==> src/rtl/regfile_write_arbiter.sv <==
// Two-source writeback arbiter for the register file's single write port.
// Each source owns a one-entry buffer; grants are round-robin, with same-rd conflicts resolved by age.
module regfile_write_arbiter #(
    parameter int DATA_W = 64,
    parameter int ADDR_W = 5
) (
    input  logic                   clk,
    input  logic                   reset,
    input  logic                   a_valid,
    output logic                   a_ready,
    input  logic [ADDR_W-1:0]      a_rd,
    input  logic [DATA_W-1:0]      a_data,
    input  logic                   m_valid,
    output logic                   m_ready,
    input  logic [ADDR_W-1:0]      m_rd,
    input  logic [DATA_W-1:0]      m_data,
    output logic                   RegWrite,
    output logic [ADDR_W-1:0]      RD,
    output logic [DATA_W-1:0]      WriteData,
    output logic [(1<<ADDR_W)-1:0] pending_mask,
    output logic                   busy
);

    logic              a_vld_p0;
    logic              m_vld_p0;
    logic [ADDR_W-1:0] a_rd_p0;
    logic [ADDR_W-1:0] m_rd_p0;
    logic [DATA_W-1:0] a_data_p0;
    logic [DATA_W-1:0] m_data_p0;
    logic              last_m;
    logic              m_older;

    logic a_cap;
    logic m_cap;
    logic pick_m;
    logic grant_a;
    logic grant_m;
    logic a_hold;
    logic m_hold;

    assign a_ready = !a_vld_p0;
    assign m_ready = !m_vld_p0;
    assign a_cap   = a_valid && !a_vld_p0;
    assign m_cap   = m_valid && !m_vld_p0;
    assign busy    = a_vld_p0 || m_vld_p0;

    always_comb begin
        pick_m = 1'b0;
        if (a_rd_p0 == m_rd_p0) begin
            pick_m = m_older;
        end else begin
            pick_m = !last_m;
        end
    end

    assign grant_m = m_vld_p0 && (!a_vld_p0 || pick_m);
    assign grant_a = a_vld_p0 && !grant_m;
    // Buffers still occupied after this edge; decides which capture is the younger one.
    assign a_hold  = a_vld_p0 && !grant_a;
    assign m_hold  = m_vld_p0 && !grant_m;

    always_comb begin
        pending_mask = '0;
        if (a_vld_p0 && (a_rd_p0 != '0)) pending_mask[a_rd_p0] = 1'b1;
        if (m_vld_p0 && (m_rd_p0 != '0)) pending_mask[m_rd_p0] = 1'b1;
    end

    // Stage p0: input buffers (payload is not reset; only valid qualifies it)
    always_ff @(posedge clk) begin
        if (a_cap) begin
            a_rd_p0   <= a_rd;
            a_data_p0 <= a_data;
        end
        if (m_cap) begin
            m_rd_p0   <= m_rd;
            m_data_p0 <= m_data;
        end
    end

    always_ff @(posedge clk) begin
        if (reset) begin
            a_vld_p0 <= 1'b0;
            m_vld_p0 <= 1'b0;
            last_m   <= 1'b1;
            m_older  <= 1'b0;
        end else begin
            if (a_cap) begin
                a_vld_p0 <= 1'b1;
            end else if (grant_a) begin
                a_vld_p0 <= 1'b0;
            end
            if (m_cap) begin
                m_vld_p0 <= 1'b1;
            end else if (grant_m) begin
                m_vld_p0 <= 1'b0;
            end
            if (grant_m) begin
                last_m <= 1'b1;
            end else if (grant_a) begin
                last_m <= 1'b0;
            end
            if (m_cap && (a_cap || !a_hold)) begin
                m_older <= 1'b1;
            end else if (a_cap && !m_hold) begin
                m_older <= 1'b0;
            end
        end
    end

    // Stage p1: registered register-file write port
    always_ff @(posedge clk) begin
        if (reset) begin
            RegWrite  <= 1'b0;
            RD        <= '0;
            WriteData <= '0;
        end else if (grant_m) begin
            RegWrite  <= (m_rd_p0 != '0);
            RD        <= m_rd_p0;
            WriteData <= m_data_p0;
        end else if (grant_a) begin
            RegWrite  <= (a_rd_p0 != '0);
            RD        <= a_rd_p0;
            WriteData <= a_data_p0;
        end else begin
            RegWrite  <= 1'b0;
        end
    end

endmodule
==> config.mk <==
export PLATFORM = sky130hd
export DESIGN_NAME = regfile_write_arbiter
export DESIGN_NICKNAME = d
export VERILOG_FILES = /design/src/rtl/regfile_write_arbiter.sv
export SDC_FILE = /design/constraint.sdc
export NUM_CORES = 1
export LEC_CHECK = 0
export CORE_MARGIN = 8
export CORE_UTILIZATION = 45
export CTS_BUF_LIST = sky130_fd_sc_hd__clkbuf_16
export CTS_CLUSTER_DIAMETER = 30
export DETAILED_ROUTE_END_ITERATION = 16
export PLACE_DENSITY = 0.75
export SLEW_MARGIN = 0
export SYNTH_ARGS = -nofsm -noshare
export SYNTH_HDL_FRONTEND = slang
export SYNTH_SLANG_ARGS = --single-unit
==> constraint.sdc <==
create_clock -name clk -period 6.07 [get_ports clk]
set_input_delay 0.607 -clock clk [delete_from_list [all_inputs] [get_ports clk]]
set_output_delay 0.607 -clock clk [all_outputs]
set_load 0.01 [all_outputs]
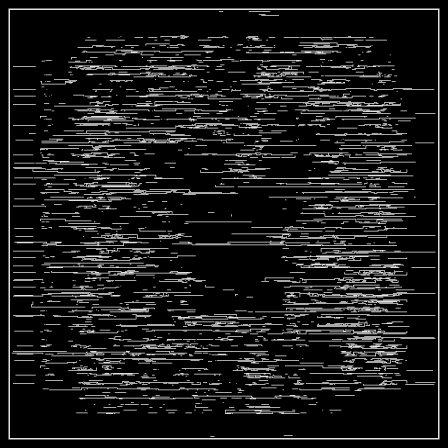
Fig. 1. Metal 1.
main direction: horizontal
wire length on this layer: 10400 um
longest straight run: 47.4 um
nets with wire on the layer: 1004
met1 track utilization from global routing: 0.237
routed wire length: 25.4 mm
via count of the routed design: 6858

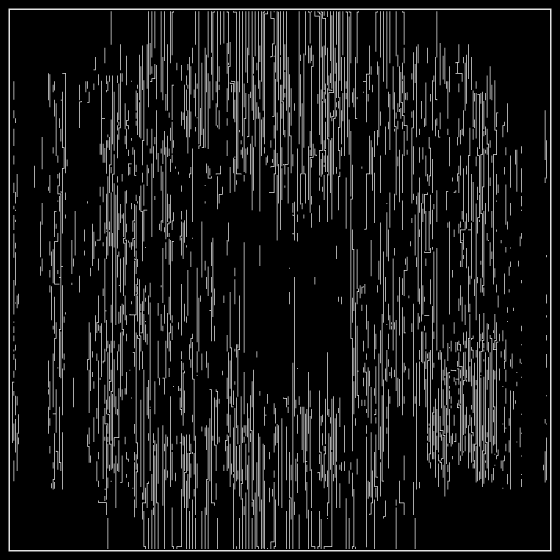
Fig. 2. Met2 routing.
wire length on this layer: 12300 um
share of all routed wire: 48%
main direction: vertical

==> metrics.cfg <==
[critical_path]
setup.worst_path.end = pending_mask[17]
path_class = reg2out
worstPathBufferInverterCount = 1
worst_setup_path_start_kind = register
worst-r2r-setup-slack_ps = 2840

[layout]
clockNetworkAreaShare = 0.118
syn_to_final_growth_pct = 45.3
bufAreaShareNonClock = 0.188
post-route-util = 0.661
layout_top_registers = WriteData (64), a_data_p0 (64), m_data_p0 (64)
count_of_antenna_diodes_in_the_layout = 0
fraction_of_area_in_multi_input_gates = 0.243
layout_top_cell = sky130_fd_sc_hd__clkdlybuf4s50_1
regArea_mm2 = 0.00563
layout.non_clock_inverters = 3
seq-cell-share = 0.424
final_cell_mix = 244 x sky130_fd_sc_hd__clkdlybuf4s50_1, 138 x sky130_fd_sc_hd__edfxtp_1, 86 x sky130_fd_sc_hd__o22ai_1

[synthesis]
top_cell_area_share = 0.453
yosys.area_share.aoi = 0.185
yosys-stat-area_mm2 = 0.00914
asyncSetResetFlopFracSynth = 0
numSynthFlops = 212
ff_type = sky130_fd_sc_hd__edfxtp_1
synth-xor-area-share = 0.00479
enable_flop_cells = 138

[min_path]
worst_hold_path.num_cells = 1
hold_path.class = reg2reg

[drt]
final_antenna_net_count = 0
route.met3.wl_mm = 2.36

[die]
fp-utilization = 0.455
die_w_um = 159
core_area_mm2 = 0.0201
floorplan.die_area_mm2 = 0.0251

[final_timing]
final_min_period_over_clock_period = 0.592
slew_violations = 0
setup_total_negative_slack_ps = 0

[power]
clkPwrFrac = 0.509
seq_power_share = 0.364
p_switching_mw = 1.15
p_total_mw = 4.90
power_density_mw_per_mm2 = 369

[global_routing]
grt_first_pass_wirelength_mm = 38.5
globalRouteOverflowTotal = 0

[clocking]
cts_made_buffers = 43
post-cts-setup-buffers = 0
clk_slew_on_worst_s_h_paths_ps = 50
cts-root-to-sink-buffers = 3
hold_buf_count_cts = 0

[job]
drv_cap = 0
warnings = 26

[placed_design]
portbufs = 245

[status]
run_status = complete, no violations

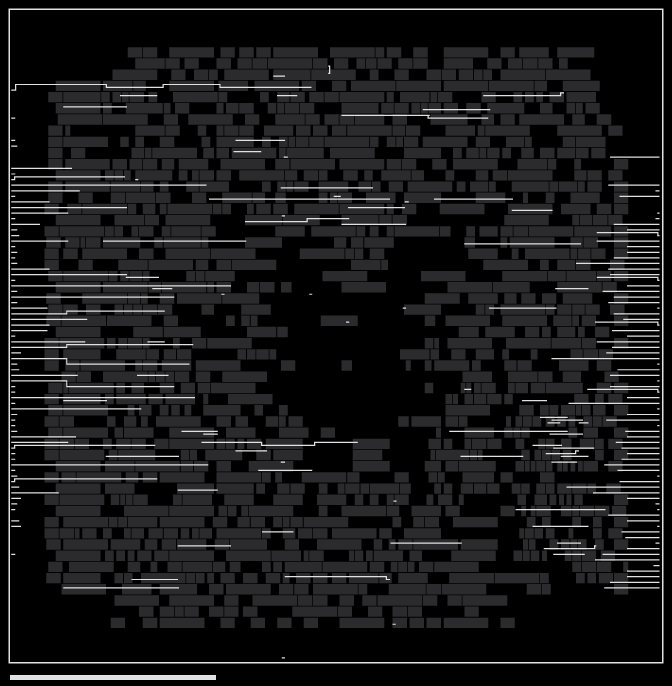
Fig. 3. Signal wires on met3.
Bar = 50 um. Cells faint in the background.
main direction: horizontal
nets with wire on the layer: 174
global routing usage on met3: 0.0673

